**config.mk**
```make
export PLATFORM = sky130hd
export DESIGN_NAME = masked_cf_pipe
export DESIGN_NICKNAME = d
export VERILOG_FILES = /design/src/rtl/masked_cf_pipe.sv
export SDC_FILE = /design/constraint.sdc
export NUM_CORES = 1
export LEC_CHECK = 0
export CORE_MARGIN = 4
export CORE_UTILIZATION = 53
export CTS_CLUSTER_SIZE = 10
export DETAILED_ROUTE_END_ITERATION = 12
export GPL_TIMING_DRIVEN = 0
export PLACE_DENSITY = 0.85
export SETUP_SLACK_MARGIN = 0.02
export SLEW_MARGIN = 20
export SYNTH_ARGS = -nofsm -noshare
export SYNTH_HDL_FRONTEND = slang
export SYNTH_SLANG_ARGS = --single-unit
```
**constraint.sdc**
```tcl
create_clock -name clk_i -period 2.1 [get_ports clk_i]
set_clock_uncertainty 0.1 [all_clocks]
set_input_delay 0.21 -clock clk_i [delete_from_list [all_inputs] [get_ports clk_i]]
set_output_delay 0.21 -clock clk_i [all_outputs]
set_load 0.05 [all_outputs]
```
**src/rtl/masked_cf_pipe.sv**
```systemverilog
// masked_cf_pipe: two-stage pipelined, 3-share masked evaluation of the quadratic
// PRESENT S-box coordinates F, G and H for LANES independent 4-bit lanes.
//   clk_i, rst_i        clock (rising edge), synchronous active-high reset
//   in_valid_i/in_ready_o   input handshake; a/b/c/d and randomness sampled on acceptance
//   a_i..d_i            3 shares per lane, share s of lane l at bit 3l+s
//   r1_i, r2_i, r3_i    9 ring-refresh bits per lane for F, G, H
//   rs_i                6 extra bits per lane, pair [2y+1:2y] belongs to coordinate y
//   out_valid_o/out_ready_i output handshake
//   f_o, g_o, h_o       3 output shares per lane, same packing as inputs
//   idle_o              both pipeline stages empty
module masked_cf_pipe #(
    parameter int unsigned LANES = 1
) (
    input  logic                 clk_i,
    input  logic                 rst_i,
    input  logic                 in_valid_i,
    output logic                 in_ready_o,
    input  logic [3*LANES-1:0]   a_i,
    input  logic [3*LANES-1:0]   b_i,
    input  logic [3*LANES-1:0]   c_i,
    input  logic [3*LANES-1:0]   d_i,
    input  logic [9*LANES-1:0]   r1_i,
    input  logic [9*LANES-1:0]   r2_i,
    input  logic [9*LANES-1:0]   r3_i,
    input  logic [6*LANES-1:0]   rs_i,
    output logic                 out_valid_o,
    input  logic                 out_ready_i,
    output logic [3*LANES-1:0]   f_o,
    output logic [3*LANES-1:0]   g_o,
    output logic [3*LANES-1:0]   h_o,
    output logic                 idle_o
);

    localparam int unsigned NCell = 27 * LANES;

    // Share index i (of b/c) and j (of d) for cells n = 0..8, cell 0 in the LSBs.
    localparam logic [17:0] PairI = {2'd1, 2'd0, 2'd0, 2'd2, 2'd0, 2'd2, 2'd1, 2'd2, 2'd1};
    localparam logic [17:0] PairJ = {2'd0, 2'd1, 2'd0, 2'd0, 2'd2, 2'd2, 2'd2, 2'd1, 2'd1};

    // One share-domain cell. Only shares i, j and the single linear share are touched,
    // so no cell sees all three share indices before the stage-1 register.
    function automatic logic cell_bit(input logic [2:0] a, input logic [2:0] b,
                                      input logic [2:0] c, input logic [2:0] d,
                                      input logic [8:0] r, input logic [1:0] rs,
                                      input int y, input int n);
        logic [1:0] pi;
        logic [1:0] pj;
        logic       nl;
        logic       lin;
        logic       rsb;
        int         nn;
        pi = PairI[2*n +: 2];
        pj = PairJ[2*n +: 2];
        nl = b[pi] & d[pj];
        if (y == 2) begin
            nl = nl ^ (c[pi] & d[pj]);
        end
        case (9 * y + n)
            1:       lin = d[1];
            2:       lin = c[2];
            4:       lin = d[2];
            5:       lin = c[0];
            7:       lin = c[1];
            8:       lin = d[0];
            11:      lin = c[2];
            14:      lin = c[0];
            16:      lin = c[1];
            19:      lin = b[2];
            20:      lin = a[1];
            22:      lin = b[0];
            23:      lin = a[2];
            25:      lin = a[0];
            26:      lin = b[1];
            default: lin = 1'b0;
        endcase
        // Each output share sums n mod 3 = 0,1,2, so the rs pair cancels per share.
        case (n % 3)
            0:       rsb = rs[0];
            1:       rsb = rs[1];
            default: rsb = rs[0] ^ rs[1];
        endcase
        nn = (n == 8) ? 0 : n + 1;
        cell_bit = nl ^ lin ^ rsb ^ r[n +: 1] ^ r[nn +: 1];
    endfunction

    logic                 s1_valid_q;
    logic [NCell-1:0]     cell_d, cell_q;
    logic                 out_valid_q;
    logic [3*LANES-1:0]   f_d, f_q, g_d, g_q, h_d, h_q;
    logic                 s1_load, s2_load;

    assign s2_load    = !out_valid_q || out_ready_i;
    assign s1_load    = !s1_valid_q || s2_load;
    assign in_ready_o = s1_load;

    // Stage 1: cell index 27l + 9y + n.
    always_comb begin
        cell_d = '0;
        for (int l = 0; l < int'(LANES); l++) begin
            for (int y = 0; y < 3; y++) begin
                for (int n = 0; n < 9; n++) begin
                    cell_d[27*l + 9*y + n +: 1] = cell_bit(
                        a_i[3*l +: 3], b_i[3*l +: 3], c_i[3*l +: 3], d_i[3*l +: 3],
                        (y == 0) ? r1_i[9*l +: 9] : (y == 1) ? r2_i[9*l +: 9] : r3_i[9*l +: 9],
                        rs_i[6*l + 2*y +: 2], y, n);
                end
            end
        end
    end

    // Stage 2: output share s is the XOR of registered cells 3s..3s+2.
    always_comb begin
        f_d = '0;
        g_d = '0;
        h_d = '0;
        for (int l = 0; l < int'(LANES); l++) begin
            for (int s = 0; s < 3; s++) begin
                f_d[3*l + s +: 1] = ^cell_q[27*l + 3*s +: 3];
                g_d[3*l + s +: 1] = ^cell_q[27*l + 9 + 3*s +: 3];
                h_d[3*l + s +: 1] = ^cell_q[27*l + 18 + 3*s +: 3];
            end
        end
    end

    always_ff @(posedge clk_i) begin
        if (rst_i) begin
            s1_valid_q  <= 1'b0;
            cell_q      <= '0;
            out_valid_q <= 1'b0;
            f_q         <= '0;
            g_q         <= '0;
            h_q         <= '0;
        end else begin
            if (s1_load) begin
                s1_valid_q <= in_valid_i;
                if (in_valid_i) begin
                    cell_q <= cell_d;
                end
            end
            if (s2_load) begin
                out_valid_q <= s1_valid_q;
                if (s1_valid_q) begin
                    f_q <= f_d;
                    g_q <= g_d;
                    h_q <= h_d;
                end
            end
        end
    end

    assign out_valid_o = out_valid_q;
    assign f_o         = f_q;
    assign g_o         = g_q;
    assign h_o         = h_q;
    assign idle_o      = !s1_valid_q && !out_valid_q;

endmodule

```
==> flow_metrics.env, run 1 <==
# flow metrics
export IMPL_ios=61
export IMPL_status="finished, final reports clean"
export IMPL_hpwl_mm=4.08
export IMPL_reg2reg_from="out_valid_o$_SDFFE_PP0P_"
export IMPL_maxCapViolCount=0
export IMPL_slew_limit_headroom_pct=65.5
export IMPL_fin_nets=373
export IMPL_via_count=1887
export IMPL_place_area_mm2=0.00305
export IMPL_syn_area_mm2=0.00242
export IMPL_total_power_mw=2.14
export IMPL_design_area_mm2=0.00314
export IMPL_synth_top_cell_by_area="dfxtp_1"
export IMPL_ys_top_cells_by_area="dfxtp_1, xnor2_1, xor2_1"
export IMPL_top_area_share_pct=31.4
export IMPL_grt_pass1_vias=1834
export IMPL_syn_nets=310
export IMPL_rsz0062_at_grt="false"
export IMPL_avgSynthCellArea_um2=9.29
export IMPL_clkSinkCount=38
export IMPL_whs_ns=0.289
export IMPL_ys_types=22
export IMPL_core_mm2=0.00438
export IMPL_worstRegToRegCells=5
export IMPL_antenna_found_initial=0
export IMPL_ir_drop_v=0.000270
export IMPL_rows=24
export IMPL_p_int_mw=1.48
export IMPL_ys_seq_share_pct=31.4
export IMPL_die_w_um=75.6
export IMPL_hold_violations=0
export IMPL_area_delta_synth_final_pct=29.6
export IMPL_cts_max_path_buffers=2
export IMPL_hold_end="cell_q[21]$_SDFFE_PP0P_"
export IMPL_hold_path_startpoint="d_i[2]"
export IMPL_ys_ff=38
export IMPL_final_setup_viol_count=0
export IMPL_dieArea_mm2=0.00572
export IMPL_port_buffers=56
export IMPL_worst_setup_path_start_kind="primary input"
export IMPL_cp_endpoint="in_ready_o"
## run 1: cell type report
class,count,area [um^2],area share [%]
multi-input cells,206,1590,50.5
flip-flops and latches,38,762,24.3
repair buffers,56,561,17.8
clock buffers,7,86.3,2.75
plain buffers,14,66.3,2.11
well taps,52,65.1,2.07
inverters,3,11.3,0.358
clock inverters,1,5.00,0.159
## run 1: logic make-up after synthesis
family / synth area share [%]
AND-OR/OR-AND: 9.45
XOR/XNOR: 40.4
buffers and inverters: 3.20
flip-flops: 31.4
multiplexers: 4.96
AND/OR/NAND/NOR: 10.6
## run 1: stage by stage
step	cells	worst slack, ns
after floorplan	261	0.0356
after global placement	369	0.128
after detailed placement	369	0.0749
after CTS	377	0.114
after global routing	377	0.0912
final	377	0.121
## run 1: power by group through the flow
| stage | clock [mW] | combinational [mW] | sequential [mW] |
|---|---|---|---|
| after floorplan | 0 | 0.502 | 0.920 |
| after CTS | 0.518 | 0.792 | 0.850 |
| after detailed placement | 0 | 0.787 | 0.866 |
| after global placement | 0 | 0.774 | 0.863 |
| after global routing | 0.542 | 0.854 | 0.857 |
| final | 0.504 | 0.784 | 0.849 |
## run 1: layer usage
layer  vias to the layer above  GRT usage, %  wire (um)
li1                        970             -          -
met1                       849          22.1       1960
met2                        61          34.4       2540
met3                         7          3.56        331
met4                         0          4.66         55
met5                         -             0          0
## run 1: critical path, stage by stage
cell and delay (ns):
clkdlybuf4s50_1 0.49, nand3b_1 0.15, clkdlybuf4s50_1 0.81
## run 1: placed cells by master, fill, tap and decap left out, drive strengths merged, types with 2 or more instances in the layout
cell type and count:
o22ai 7, xnor2 79, nand2 15, inv 3, nor2 31, xor2 24, a21oi 2, a211oi 20
xor3 2, clkbuf 12, nand2b 8, nor2b 2, buf 9, mux2i 12, dfxtp 38, clkdlybuf4s50 56
run_1/clk_routes.png
Drawn at 4 px/um.
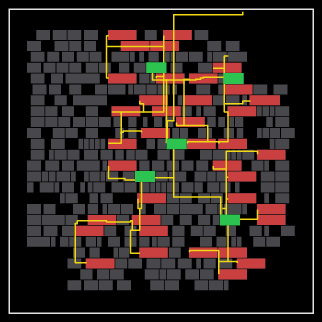
[clock wires] yellow | length: 433 um
[clock drivers] green | count: 5
[flip-flops] red | count: 38
routed clock nets	6

run_1/wires.png
Drawn at 4 px/um.
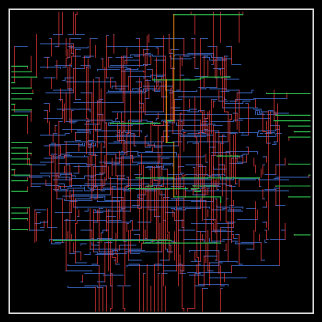
layer	color	wire length
metal 4	orange	55.8 um
metal 2	red	2540 um
metal 1	blue	1960 um
metal 3	green	332 um

run_1/detail.png
Region (47, 9) to (67, 29) um. Cells in gray, sequential cells in the stronger gray; small squares are vias.
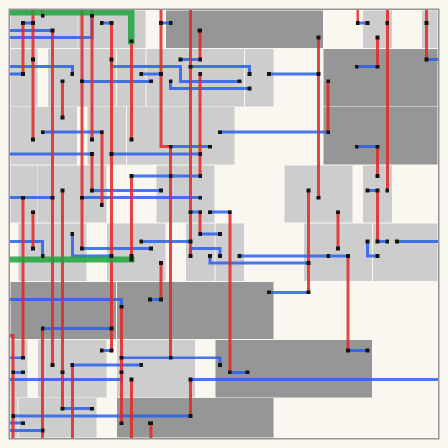
layer	color
metal 3	green
metal 1	blue
metal 2	red
cells with their middle in the window	31
most frequent	xnor2_1 (7), dfxtp_1 (7), nor2_1 (6)
sequential cells in the window	7
netlist names of flops here include	cell_q (3), f_o (3)

## Run 2: what changed since run 1
--- a/config.mk
+++ b/config.mk
@@ -12,2 +12,3 @@
 export GPL_TIMING_DRIVEN = 0
+export HOLD_SLACK_MARGIN = 0.05
 export PLACE_DENSITY = 0.85
--- a/constraint.sdc
+++ b/constraint.sdc
@@ -4,2 +4,2 @@
 set_output_delay 0.21 -clock clk_i [all_outputs]
-set_load 0.05 [all_outputs]
+set_load 0.01 [all_outputs]
run_2/congestion.png
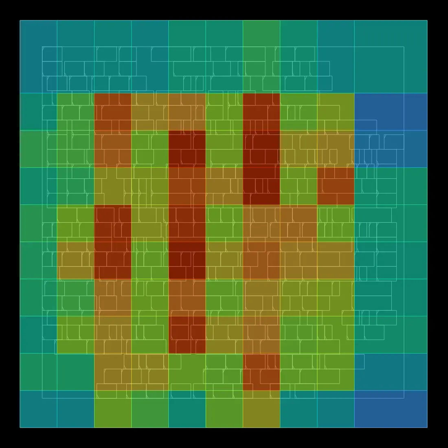
met2 usage: 35.9%
global routing usage on met1: 22.5%

run_2/flops_by_reg.png
Drawn at 6 px/um. Other sequential cells in the stronger gray, the rest of the logic in the fainter gray.
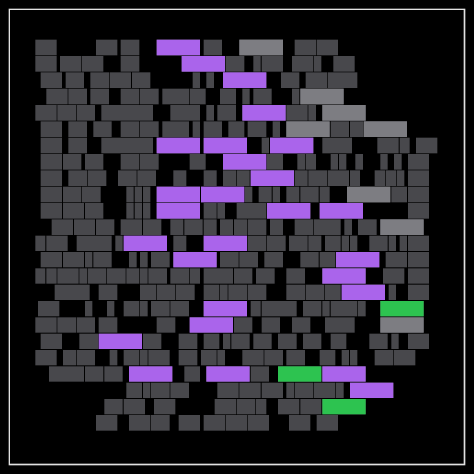
signal	color	sequential cells
cell_q	purple	27
f_o	green	3
not colored	8

==> run 2 against run 1 <==
Against the previous run: cell area about the same; register-to-register slack got worse by 0.04 ns; die size unchanged; sequential power about the same; routed wire length increased by 4.1%; combinational power decreased by 7.3%; core utilization about the same; synthesized area unchanged; first-iteration DRC count decreased by 37%; synthesized cell count unchanged; flip-flop count unchanged; global-route usage increased by 0.83 points; critical endpoint unchanged; highest routed layer unchanged.
==> flow_metrics.env, run 2 <==
# flow metrics
export IMPL_avgSynthCellArea_um2=9.29
export IMPL_cts_max_path_buffers=2
export IMPL_rsz0062_at_grt="false"
export IMPL_core_mm2=0.00438
export IMPL_antenna_found_initial=0
export IMPL_lay_top_count="xnor2_1"
export IMPL_ios=61
export IMPL_hpwl_mm=4.20
export IMPL_worst_setup_path_start_kind="primary input"
export IMPL_ys_seq_share_pct=31.4
export IMPL_ys_top_cells_by_area="dfxtp_1, xnor2_1, xor2_1"
export IMPL_dieArea_mm2=0.00572
export IMPL_top_area_share_pct=31.4
export IMPL_ys_types=22
export IMPL_total_power_mw=2.09
export IMPL_p_int_mw=1.48
export IMPL_design_area_mm2=0.00314
export IMPL_status="finished, final reports clean"
export IMPL_fin_nets=373
export IMPL_top_power_group="sequential cells"
export IMPL_syn_area_mm2=0.00242
export IMPL_final_setup_viol_count=0
export IMPL_hold_violations=0
export IMPL_ys_ff=38
export IMPL_syn_nets=310
export IMPL_maxCapViolCount=0
export IMPL_p_seq_mw=0.849
export IMPL_grt_pass1_vias=1844
export IMPL_final_cell_mix="xnor2_1, clkdlybuf4s50_1, dfxtp_1, nor2_1, xor2_1"
export IMPL_synth_top_cell_by_area="dfxtp_1"
export IMPL_slew_limit_headroom_pct=63.8
export IMPL_regArea_um2=761
-- run 2: cell counts after synthesis --
Identical to the previous run, type by type.
-- run 2: path summary, 6_finish.rpt --
kind / from / to / cells past startpoint / slack [ns]
setup reg to reg: out_valid_o$_SDFFE_PP0P_ / cell_q[6]$_SDFFE_PP0P_ / 6 / 0.50
setup / recovery: out_ready_i / in_ready_o / 3 / 0.37
hold / removal: d_i[1] / cell_q[18]$_SDFFE_PP0P_ / 4 / 0.28
hold reg to reg: g_o[1]$_SDFFE_PP0P_ / g_o[1]$_SDFFE_PP0P_ / 2 / 0.40
-- run 2: critical path, cell delays in order --
cell	delay, ns
clkdlybuf4s50_1	0.49
nand3b_1	0.16
clkdlybuf4s50_1	0.55
-- run 2: layout make-up --
type | instances | share of cell area [%]
plain buffers | 14 | 2.11
clock buffers | 7 | 2.75
clock inverters | 1 | 0.159
inverters | 3 | 0.359
multi-input cells | 206 | 50.5
flip-flops and latches | 38 | 24.2
well taps | 52 | 2.07
repair buffers | 56 | 17.8
-- run 2: logic make-up (layout without fill, tap and decap cells) --
group                     after synthesis  in the layout  synth area share, %
buffers and inverters                  17             81                 3.20
xor gates and xnor gates              105            105                 40.4
and+or+nand+nor                        59             59                 10.6
DFF                                    38             38                 31.4
AOI/OAI and AO/OA                      30             30                 9.45
muxes                                  12             12                 4.96
-- run 2: metal layers --
| layer | wire [um] | part of all wire, % | track usage (%) |
|---|---|---|---|
| met3 | 257 | 5.1 | 3.03 |
| met5 | 0 | 0 | 0 |
| met1 | 2120 | 42 | 22.5 |
| met4 | 28 | 0.55 | 7.57 |
| met2 | 2680 | 53 | 35.9 |
-- run 2: per-stage QoR --
step                      instances  setup slack [ns]
after global placement          369             0.130
final                           377             0.371
after global routing            377             0.288
after detailed placement        369            0.0754
after floorplan                 261             0.597
after CTS                       377             0.372
## Run 3: what changed since run 2
Settings changed: CORE_UTILIZATION 53 to 49, PLACE_DENSITY 0.85 to 0.8.
Clock period 2.1 ns to 1.8 ns, I/O delays scaled along.
run_3/layer_met4.png
Drawn at 4 px/um.
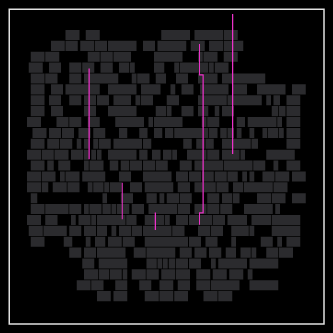
nets with wire on the layer	5
share of all routed wire	2.3%

run_3/congestion.png
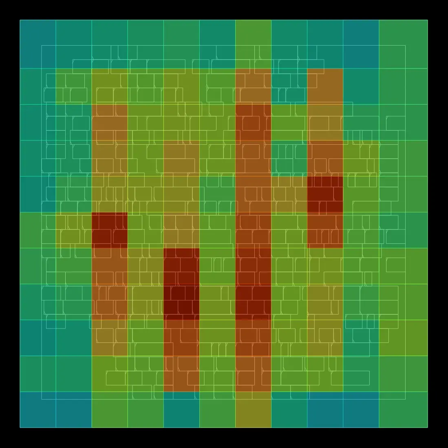
GRT Util Overall: 17.3%
Routed wire per std cell: 12.9 um

==> run 3 against run 2 <==
Against the previous run: worst hold slack lost 0.032 ns; highest routed layer unchanged; count of clock-buffer cells in the layout shrank 1; largest power group unchanged; power grew 31%.
==> flow_metrics.env, run 3 <==
# flow metrics
export IMPL_hpwl_mm=4.12
export IMPL_status="finished, final reports clean"
export IMPL_clkSinkCount=38
export IMPL_dp_cells=384
export IMPL_critPathLaunch="rs_i[5]"
export IMPL_final_cell_mix="xnor2_1, clkdlybuf4s50_1, dfxtp_1, nor2_1, xor2_1"
export IMPL_whs_ns=0.253
export IMPL_ys_seq_share_pct=31.4
export IMPL_synth_top_cell_by_area="dfxtp_1"
export IMPL_top_area_share_pct=31.4
export IMPL_ys_ff=38
export IMPL_fin_nets=373
export IMPL_reg2reg_from="out_valid_o$_SDFFE_PP0P_"
export IMPL_ff_count=38
export IMPL_tap_cells=67
export IMPL_hold_violations=0
export IMPL_nNonClkBuffers=70
export IMPL_slowest_delay_ns=0.60
export IMPL_area_delta_synth_final_pct=32.5
export IMPL_lay_top_count="xnor2_1"
export IMPL_seq_share_pct=23.7
run 3: cell counts after synthesis:
No cell type changed its count.
run 3: through the flow:
step	cell area [um^2]	worst slack (ns)	total power, mW	setup TNS (ns)
2_1_floorplan	2420	0.297	1.59	0
3_5_place_dp	3070	-0.165	1.86	-1.39
3_3_place_gp	3070	-0.133	1.84	-0.899
4_1_cts	3210	0.131	2.75	0
5_1_grt	3210	0.0602	2.87	0
6_report	3210	0.123	2.73	0
run 3: report_power, final:
group	leakage, nW	internal, mW	total [mW]	switching [mW]
clock network	0.0714	0.591	0.889	0.298
registers	0.314	0.933	0.990	0.0575
logic	0.834	0.480	0.850	0.370
total	1.22	2.00	2.73	0.725
run 3: critical path: cells and delay by family:
family                    cells  cell delay (ns)
xor gates and xnor gates      2             0.80
buffers and inverters         1             0.60
AOI/OAI and AO/OA             1             0.22
run 3: metal layers:
metal  routed length, um  global-route usage [%]  vias to the layer above
met5                   0                       0                        -
met4                 116                    7.17                        0
met3                 253                    3.67                       12
met2                2390                    30.0                       56
met1                2280                    20.8                      846
li1                    -                       -                      970
run 3: worst max-delay path by stage:
| stage | slack, ns | endpoint |
|---|---|---|
| after global placement | -0.13 | cell_q[20]$_SDFFE_PP0P_ |
| after floorplan | 0.30 | cell_q[11]$_SDFFE_PP0P_ |
| final | 0.12 | cell_q[23]$_SDFFE_PP0P_ |
| after global routing | 0.06 | cell_q[13]$_SDFFE_PP0P_ |
| after CTS | 0.13 | cell_q[23]$_SDFFE_PP0P_ |
| after detailed placement | -0.16 | cell_q[20]$_SDFFE_PP0P_ |
run 3: cell families after synthesis:
kind of cell	share of synthesized area [%]
xor gates and xnor gates	40.4
and+or+nand+nor	10.6
DFF	31.4
AOI/OAI and AO/OA	9.45
buffers and inverters	3.20
muxes	4.96
Power figures rest on the tool's default switching activity, not on a simulated workload.
